===== config.mk =====
export PLATFORM = sky130hd
export DESIGN_NAME = ysyx_22041461_pipe_skid_reg_flat
export DESIGN_NICKNAME = d
export VERILOG_FILES = /design/src/rtl/ysyx_22041461_pipe_skid_reg_if.sv /design/src/rtl/ysyx_22041461_pipe_skid_reg.sv /design/src/flat_wrapper.sv
export SDC_FILE = /design/constraint.sdc
export NUM_CORES = 1
export LEC_CHECK = 0
export CORE_MARGIN = 10
export CORE_UTILIZATION = 50
export CTS_BUF_LIST = sky130_fd_sc_hd__clkbuf_4 sky130_fd_sc_hd__clkbuf_8
export DETAILED_ROUTE_END_ITERATION = 6
export PLACE_DENSITY = 0.8
export SYNTH_ARGS = -nofsm -noshare
export SYNTH_HDL_FRONTEND = slang
export SYNTH_SLANG_ARGS = --single-unit

===== constraint.sdc =====
create_clock -name clk -period 2.15 [get_ports clk]
set_input_delay 0.3225 -clock clk [delete_from_list [all_inputs] [get_ports clk]]
set_output_delay 0.3225 -clock clk [all_outputs]
set_load 0.1 [all_outputs]

===== src/rtl/ysyx_22041461_pipe_skid_reg_if.sv =====
// Valid/ready payload channel between two adjacent pipeline stages.
// A beat transfers on a posedge where valid & ready are both 1; the master keeps
// valid and data steady until that transfer, and ready may not depend on the
// master's valid.
interface ysyx_22041461_pipe_skid_reg_if #(
    parameter int unsigned DATA_W = 96
);
    logic              valid;
    logic              ready;
    logic [DATA_W-1:0] data;

    modport master (output valid, output data, input ready);
    modport slave  (input valid, input data, output ready);
endinterface


===== src/rtl/ysyx_22041461_pipe_skid_reg.sv =====
// Pipeline-stage register with flush and an optional 2-entry skid buffer.
// Main entry drives the downstream side; the skid entry catches one beat under stall.
module ysyx_22041461_pipe_skid_reg #(
    parameter int unsigned       DATA_W    = 96,
    parameter logic [DATA_W-1:0] RESET_VAL = DATA_W'(96'h0000_0000_0000_0000_8000_0000),
    parameter bit                SKID      = 1'b1
) (
    input  logic                          clk,
    input  logic                          rst,
    input  logic                          flush,
    ysyx_22041461_pipe_skid_reg_if.slave  in_if,
    ysyx_22041461_pipe_skid_reg_if.master out_if,
    output logic [1:0]                    count,
    output logic [1:0]                    state_dbg
);

    typedef enum logic [1:0] {
        ST_EMPTY = 2'd0,
        ST_FULL  = 2'd1,
        ST_SKID  = 2'd2
    } state_e;

    state_e            state_q;
    state_e            state_d;
    logic [DATA_W-1:0] main_q;
    logic [DATA_W-1:0] skid_q;
    logic              in_ready_q;
    logic              in_ready;
    logic              out_valid;
    logic              in_xfer;
    logic              load_main_in;
    logic              load_main_skid;
    logic              load_skid;

    // With the skid buffer, upstream ready comes straight from a flop.
    assign in_ready = SKID ? in_ready_q : ((state_q == ST_EMPTY) | out_if.ready);
    assign in_xfer  = in_if.valid & in_ready;

    always_ff @(posedge clk) begin
        if (rst) begin
            state_q    <= ST_EMPTY;
            in_ready_q <= 1'b1;
        end else begin
            state_q    <= state_d;
            in_ready_q <= (state_d != ST_SKID);
        end
    end

    always_comb begin
        state_d        = state_q;
        load_main_in   = 1'b0;
        load_main_skid = 1'b0;
        load_skid      = 1'b0;
        if (flush) begin
            state_d = ST_EMPTY;
        end else begin
            case (state_q)
                ST_EMPTY: begin
                    if (in_xfer) begin
                        state_d      = ST_FULL;
                        load_main_in = 1'b1;
                    end
                end
                ST_FULL: begin
                    if (in_xfer && out_if.ready) begin
                        load_main_in = 1'b1;
                    end else if (in_xfer && SKID) begin
                        state_d   = ST_SKID;
                        load_skid = 1'b1;
                    end else if (!in_if.valid && out_if.ready) begin
                        state_d = ST_EMPTY;
                    end
                end
                ST_SKID: begin
                    if (out_if.ready) begin
                        state_d        = ST_FULL;
                        load_main_skid = 1'b1;
                    end
                end
                default: state_d = ST_EMPTY;
            endcase
        end
    end

    always_comb begin
        out_valid = 1'b0;
        count     = 2'd0;
        case (state_q)
            ST_FULL: begin
                out_valid = 1'b1;
                count     = 2'd1;
            end
            ST_SKID: begin
                out_valid = 1'b1;
                count     = 2'd2;
            end
            default: begin
                out_valid = 1'b0;
                count     = 2'd0;
            end
        endcase
    end

    // Payload registers are left untouched by flush; they are don't-care while invalid.
    always_ff @(posedge clk) begin
        if (rst) begin
            main_q <= RESET_VAL;
            skid_q <= '0;
        end else begin
            if (load_main_in) begin
                main_q <= in_if.data;
            end else if (load_main_skid) begin
                main_q <= skid_q;
            end
            if (load_skid) begin
                skid_q <= in_if.data;
            end
        end
    end

    assign in_if.ready  = in_ready;
    assign out_if.valid = out_valid;
    assign out_if.data  = main_q;
    assign state_dbg    = state_q;

endmodule


===== src/flat_wrapper.sv =====
// flat-port wrapper written by rule: the top's interface ports become plain ports
module ysyx_22041461_pipe_skid_reg_flat 
#(
    parameter int unsigned       DATA_W    = 96,
    parameter logic [DATA_W-1:0] RESET_VAL = DATA_W'(96'h0000_0000_0000_0000_8000_0000),
    parameter bit                SKID      = 1'b1
)
  (clk, rst, flush, count, state_dbg, in_if_valid, in_if_data, in_if_ready, out_if_valid, out_if_data, out_if_ready);
  ysyx_22041461_pipe_skid_reg_if #(.DATA_W(DATA_W)) in_if_i ();
  ysyx_22041461_pipe_skid_reg_if #(.DATA_W(DATA_W)) out_if_i ();
  input  logic clk;
  input  logic rst;
  input  logic flush;
  output logic [1:0] count;
  output logic [1:0] state_dbg;
  input wire logic [$bits(in_if_i.valid)-1:0] in_if_valid;
  input wire logic [$bits(in_if_i.data)-1:0] in_if_data;
  output wire logic [$bits(in_if_i.ready)-1:0] in_if_ready;
  output wire logic [$bits(out_if_i.valid)-1:0] out_if_valid;
  output wire logic [$bits(out_if_i.data)-1:0] out_if_data;
  input wire logic [$bits(out_if_i.ready)-1:0] out_if_ready;
  assign in_if_i.valid = in_if_valid;
  assign in_if_i.data = in_if_data;
  assign in_if_ready = in_if_i.ready;
  assign out_if_valid = out_if_i.valid;
  assign out_if_data = out_if_i.data;
  assign out_if_i.ready = out_if_ready;
  ysyx_22041461_pipe_skid_reg #(.DATA_W(DATA_W), .RESET_VAL(RESET_VAL), .SKID(SKID)) u_core (.clk(clk), .rst(rst), .flush(flush), .in_if(in_if_i), .out_if(out_if_i), .count(count), .state_dbg(state_dbg));
endmodule

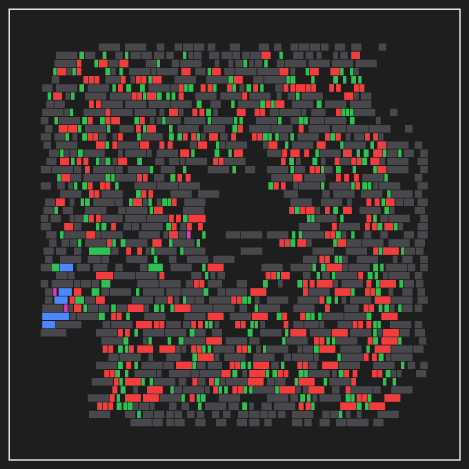
(run_1/gates.png)
Scale: 3 px per um.
[inv cells] magenta | cells: 3
[nand cells] green | cells: 296 | where: all over the die
[fa/ha/maj cells] blue | cells: 5
[aoi and oai cells] red | cells: 293

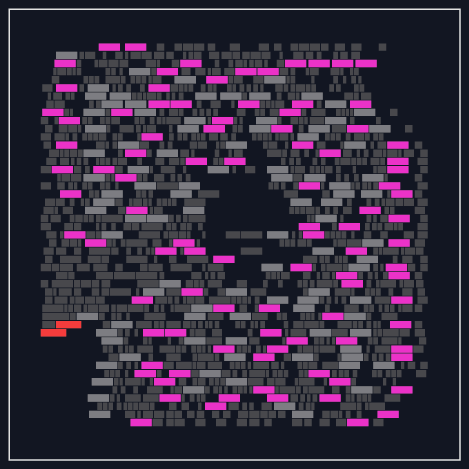
(run_1/ff_map.png)
Scale: 3 px per um.
[u_core.state_dbg] red | sequential cells: 2
[u_core.out_if.data] magenta | sequential cells: 96 | where: all over the die

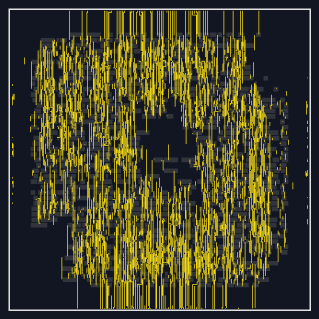
(run_1/m2.png)
Scale: 2 px per um.
nets with wire on the layer: 1056
longest straight run: 44.2 um
wire length on this layer: 12100 um
share of all routed wire: 47%
main direction: vertical

==> changes_impl.md, run 1 <==
### Metrics

* Dominant logic cell types in the final layout: nand2_1, dfxtp_1, buf_4
* Last element of the critical path: u_core.out_if.data[83]
* IO buf count at 202
* Slew Viols, Final at 0
* Pre-Repair DR Iteration Count at 7
* Met1 GRT Util at 29.2%
* DR WL met3 at 2.35 mm
* Reg area at 3910 sq um
* Area leader, netlist: dfxtp_1
* Clock-cell share of area at 3.39%
* Setup violators final at 0
* FMAX at 548 MHz
* Largest net degree at the start of global routing at 88
* Sw Ratio at 35.6%
* Via density at 5.95
* Layout Nets at 1259
* NonClk Buf Share at 21.1%
* Clock buffer depth at 2
* Synth flops at 195
* Clock-net power at 2.26 mW
* Combinational gate area at 4020 sq um
* Worst-Margin Slew at 0.538 ns
* Yosys synthesis chip area at 8420 sq um
* Num ports at 203
* Global route hottest layer: met2
* Placed Instances at 1354
* CTS buffer count at 17
* Fillers at 1354
* Worst vdd ir at 0.441 mV
* Power Sequential at 3.84 mW
* Hold path cells at 2
* Insertion Delay late pin at 0.47 ns
* Tcrit/Tclk final at 84.8%
* Number of clock sinks at 195
* Post-Syn Area per Cell at 8.28 sq um
* Crit-path max cell delay at 0.38 ns
* Number of global-route vias before repair at 7869
* Num sequential at 195
* Status: finished clean
* DP Area at 10500 sq um
* Met2 Resource Use GR at 34.6%
* DR WL met2 at 12.1 mm
* Number of hold violations in the final report at 0
* Antenna Nets Post-Route at 0
* Worst-path clk slew at 0.11 ns
* FF-to-FF Start: u_core.state_dbg[0]
* Synth Seq Share at 46.4%
* Met3 usage at 7.28%
* Design Area, Final at 10900 sq um
* Global-route wire length before repair at 41.6 mm
* Worst Hold Margin at 0.0790 ns
* Highest-power group: registers
* Required time worst endpoint at 2.52 ns
* Final non-filler cell total at 1387
* Post-DP HPWL at 16.6 mm
* Pwr per Cell Area at 745 nW/um^2
* Dominant kind of combinational cell: AND-OR/OR-AND gates
* Combinational share of cell area at 36.9%
* Antenna violations before repair at 1
* Final Util at 65.8%
* Inverters at 3
* Non-clock buffers at 237
* RePlAce Congestion at 0.833
* Combinational power at 2.01 mW
* Die Wd at 150 um
* Post-Syn Nets at 1122
==> inputs of run 2 (changes only) <==
--- a/config.mk
+++ b/config.mk
@@ -6,10 +6,10 @@
 export NUM_CORES = 1
 export LEC_CHECK = 0
 export CORE_MARGIN = 10
-export CORE_UTILIZATION = 50
+export CORE_UTILIZATION = 46
 export CTS_BUF_LIST = sky130_fd_sc_hd__clkbuf_4 sky130_fd_sc_hd__clkbuf_8
 export DETAILED_ROUTE_END_ITERATION = 6
-export PLACE_DENSITY = 0.8
+export PLACE_DENSITY = 0.78
 export SYNTH_ARGS = -nofsm -noshare
 export SYNTH_HDL_FRONTEND = slang
 export SYNTH_SLANG_ARGS = --single-unit
==> constraint.sdc (replaced) <==
create_clock -name clk -period 1.6 [get_ports clk]
set_input_delay 0.24 -clock clk [delete_from_list [all_inputs] [get_ports clk]]
set_output_delay 0.24 -clock clk [all_outputs]
set_load 0.1 [all_outputs]
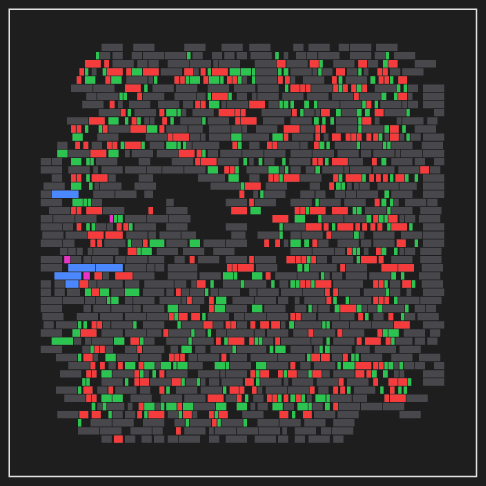
(run_2/gates.png)
Scale: 3 px per um.
[aoi and oai cells] red | cells: 293 | where: all over the die
[nand cells] green | cells: 296 | where: all over the die
[inv cells] magenta | cells: 3
[fa/ha/maj cells] blue | cells: 5 | where: left middle

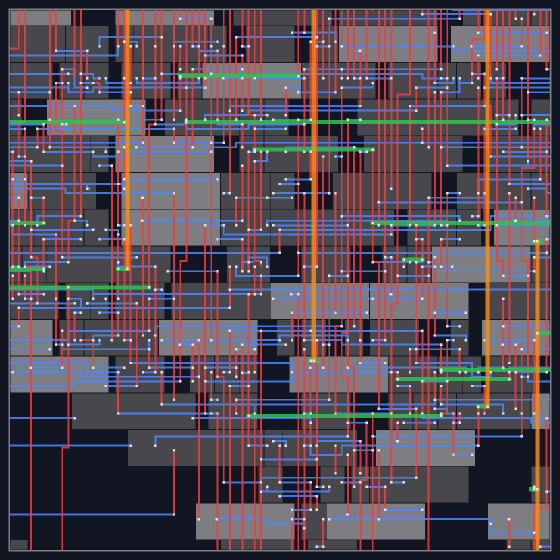
(run_2/closeup.png)
Region (58, 89) to (98, 129) um. Cells in grey, sequential cells in the stronger grey; small squares are vias.
[M4] orange
[M1] blue
[M2] red
[M3] green
sequential cells in the window: 19
cells with their middle in the window: 104
netlist names of flops here include: u_core.skid_q (10), u_core.out_if.data (9)
most frequent: dfxtp_1 (19), nand2_1 (17)

==> run 2 against run 1 <==
Die area is 7.5% higher; via count is 8.0% higher; utilization grew 9.9 points; worst setup slack got worse by 0.47 ns; critical endpoint is now u_core.out_if.data[33]; synthesized cell count unchanged; clock skew down 0.0041 ns; first-iteration DRC count did not move; clock power increased by 35%; design area increased by 25%; the flow now finishes with violations (negative setup slack).
==> changes_impl.md, run 2 <==
### Metrics

* DR WL met2 at 15.7 mm (+30%)
* Synth flops at 195 (unchanged)
* Area leader, netlist: dfxtp_1
* Combinational gate area at 4570 sq um (+14%)
* Met2 Resource Use GR at 39.3% (+4.7 points)
* Via density at 6.18 (+3.9%)
* Inverters at 3 (unchanged)
* Met3 usage at 5.60% (-1.7 points)
* Clock buffer depth at 2 (unchanged)
* Synth Seq Share at 46.4% (unchanged)
* Dominant logic cell types in the final layout: nand2_1, dfxtp_1, buf_12
* Power Sequential at 5.25 mW (+37%)
* Yosys synthesis chip area at 8420 sq um (unchanged)
* Final non-filler cell total at 1442 (+4.0%)
* Setup violators final at 97 (+97)
* Slack of the critical path at -0.142 ns
* Status: finished with violations
* Worst-path clk slew at 0.10 ns (about the same)
* Layout Nets at 1305 (+3.7%)
* Number of hold violations in the final report at 0 (unchanged)
* DP Area at 12400 sq um (+18%)
* RePlAce Congestion at 0.811 (-2.7%)
* IO buf count at 202 (unchanged)
* Slew Viols, Final at 0 (unchanged)
* Number of global-route vias before repair at 8683 (+10%)
* Met1 GRT Util at 29.9% (+0.75 points)
* Design Area, Final at 13600 sq um (+25%)
* Hold path cells at 2 (unchanged)
* Failing checks: negative setup slack
* Insertion Delay late pin at 0.46 ns (about the same)
* Non-clock buffers at 283 (+19%)
* Tcrit/Tclk final at 109% (+24 points)
* Post-Syn Nets at 1122 (unchanged)
* Clock-net power at 3.04 mW (+35%)
* Pre-Repair DR Iteration Count at 6 (-1)
* Die Wd at 155 um (+3.7%)
* Largest net degree at the start of global routing at 95 (+8.0%)
* Global-route wire length before repair at 47.4 mm (+14%)
==> inputs of run 3 (changes only) <==
--- a/config.mk
+++ b/config.mk
@@ -10,6 +10,7 @@
 export CTS_BUF_LIST = sky130_fd_sc_hd__clkbuf_4 sky130_fd_sc_hd__clkbuf_8
 export DETAILED_ROUTE_END_ITERATION = 6
 export PLACE_DENSITY = 0.78
+export REMOVE_ABC_BUFFERS = 1
 export SYNTH_ARGS = -nofsm -noshare
 export SYNTH_HDL_FRONTEND = slang
 export SYNTH_SLANG_ARGS = --single-unit
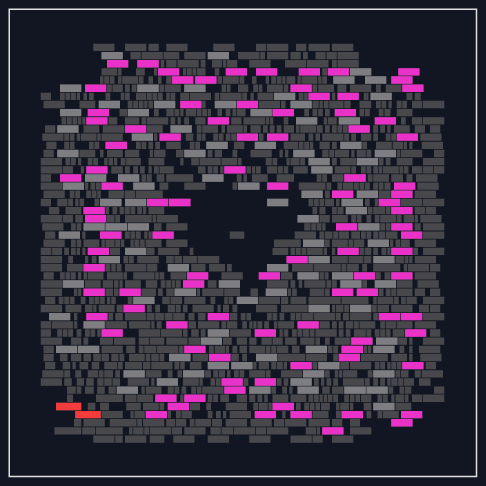
(run_3/ff_map.png)
Scale: 3 px per um.
[u_core.out_if.data] magenta | sequential cells: 96 | where: all over the die
[u_core.state_dbg] red | sequential cells: 2
not coloured: 97

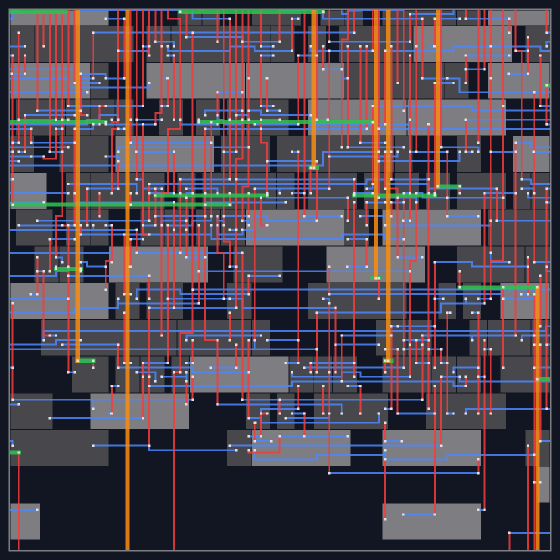
(run_3/closeup.png)
Region (58, 89) to (98, 129) um. Cells in grey, sequential cells in the stronger grey; small squares are vias.
[M3] green
[M2] red
[M4] orange
[M1] blue
netlist names of flops here include: u_core.skid_q (11), u_core.out_if.data (8)
sequential cells in the window: 19
most frequent: dfxtp_1 (19), nand2_1 (16), nand3_1 (10)
cells with their middle in the window: 102

==> run 3 against run 2 <==
The run still ends with negative setup slack left; wire length increased by 5.7%; register-to-register slack is essentially flat; total power shrank 0.63%; sequential power about the same; critical path depth is the same; highest routed layer is now met4.
==> changes_impl.md, run 3 <==
### Metrics

* Status: finished with violations
* Failing checks: negative setup slack
* Combinational power at 3.38 mW
* Synth top cells by count: dfxtp_1, nand2_1, a21oi_1
* Layout Nets at 1334 (+2.2%)
* Antenna violations before repair at 0
* DR WL met2 at 16.3 mm (+3.6%)
* Share of cells above drive strength 1 at 30.3%
* Clock buffer depth at 2 (unchanged)
* Post-CTS resize count at 32
* Flop pwr share at 44.8%
* Setup violators final at 62 (-36%)
* Num sequential at 195
* Via density at 6.31 (+2.0%)
* Seq area share at 28.8%
* Worst-path clk slew at 0.10 ns (about the same)
* Max-slew headroom at 69.8%
* Met3 usage at 6.62% (+1.0 points)
* RePlAce Congestion at 0.810 (about the same)
* Largest net degree at the start of global routing at 50 (-47%)
* Die Wd at 155 um (unchanged)
* Highest-power group: registers
* Worst-case reg-to-reg path depth at 7
* RSZ-0062 raised after global routing: true
* GRT Residual Overflow at 0
* Pwr per Cell Area at 865 nW/um^2
* Area grow syn2layout at 61.2%
* Fillers at 1150
* Yosys cell count at 1016
* Tcrit/Tclk final at 110% (+0.69 points)
* Initial DRC count at 1004
* Synth Area in Simple Gates at 21.2%
* Dominant logic cell types in the final layout: dfxtp_1, nand2_1, buf_12
* NonClk Buf Share at 33.5%
* Final non-filler cell total at 1470 (+1.9%)
* Clock-cell share of area at 2.75%
* Min-delay src: rst
* R2R setup slack at -0.15 ns
* Power Sequential at 5.26 mW (about the same)
* Hold path cells at 2 (unchanged)
* Total number of vias at 9271
* GRT Resource Usage Total at 23.0%
* Logic Gate Count at 699
* Final Power at 11.7 mW
* Last element of the critical path: u_core.out_if.data[22]
* H-tree depth at 4
* Worst EP arrival at 2.10 ns
* CTS tree: built
* Main synth FF type: dfxtp_1
* Pre-Repair DR Iteration Count at 7 (+1)
* Met2 Resource Use GR at 37.3% (-1.9 points)
* Slowest stage cell, crit path: dfxtp_4
* Area fraction in compound gates at 25.1%
* FMAX at 571 MHz
* Num ports at 203
* Clock-net power at 3.10 mW (+2%)
* Most numerous logic cell after layout: dfxtp_1
* Synth Seq Share at 46.4% (unchanged)
* Int Power at 7.67 mW
* Design Area, Final at 13600 sq um (-0.20%)
* Setup TNS at -2.05 ns
* Non-clock buffers at 312 (+10%)
* Inverters at 3 (unchanged)
* Hold WC Path Type: in -> reg
* Wire length per cell at 23.0 um
* DRC violations left at 0
* Netlist cell types at 30
* Placed Instances at 1407
* Combinational share of cell area at 32.6%
* IO buf count at 202 (unchanged)
* Met1 GRT Util at 27.8% (-2.1 points)
* Worst vdd ir at 0.532 mV
* Synth flops at 195 (unchanged)
* DP Area at 12200 sq um (-1.8%)
* Number of global-route vias before repair at 8825 (+1.6%)
* Slack of the critical path at -0.153 ns (-0.0111 ns)
* Insertion Delay late pin at 0.46 ns (about the same)
* Combinational gate area at 4430 sq um (-3.2%)
* Num rows at 49
* Synth warnings at 0
* Crit-path leading delay family: buffers and inverters
* Worst Hold Margin at 0.195 ns
* Post-Route WL at 33.8 mm
* Slew Viols, Final at 0 (unchanged)
* Yosys synthesis chip area at 8420 sq um (unchanged)
* # hold bufs at CTS at 0
* Number of hold violations in the final report at 0 (unchanged)
* Area leader, netlist: dfxtp_1
* Post-CTS Setup Repair Bufs at 6
* Global-route wire length before repair at 46.1 mm (-2.7%)

==> gallery <==
Routing congestion.
picture 1
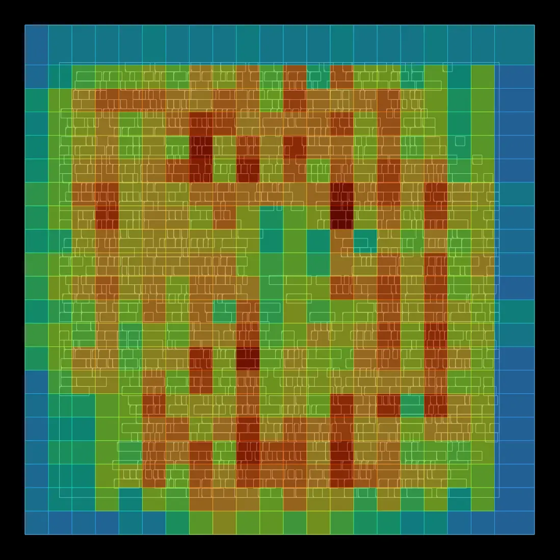
picture 2
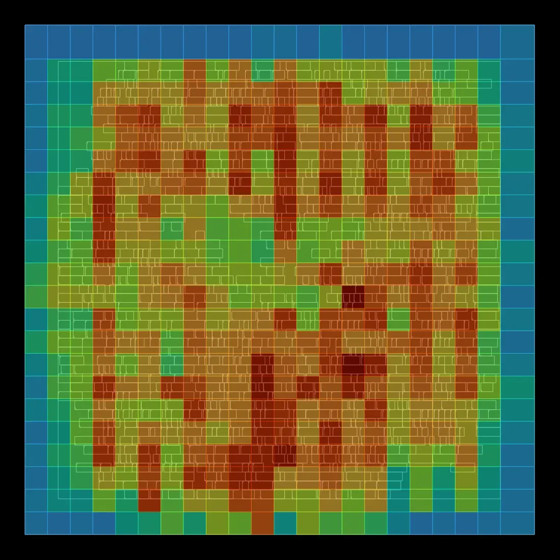
picture 3
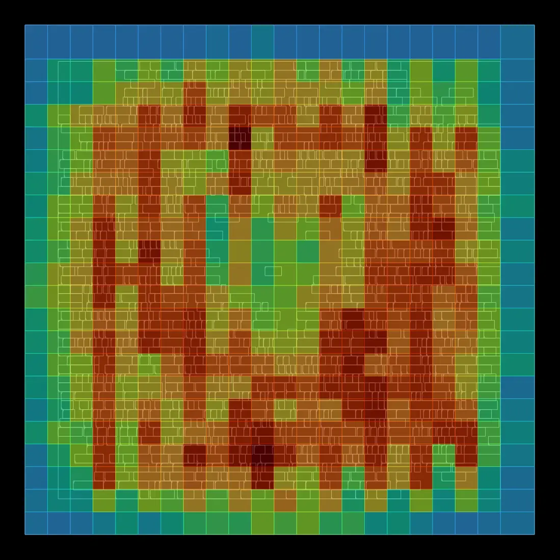
- least wire per cell: picture 1
| from | picture |
|---|---|
| run 1 | picture 1 |
| run 2 | picture 2 |
| run 3 | picture 3 |

Power figures rest on the tool's default switching activity, not on a simulated workload.
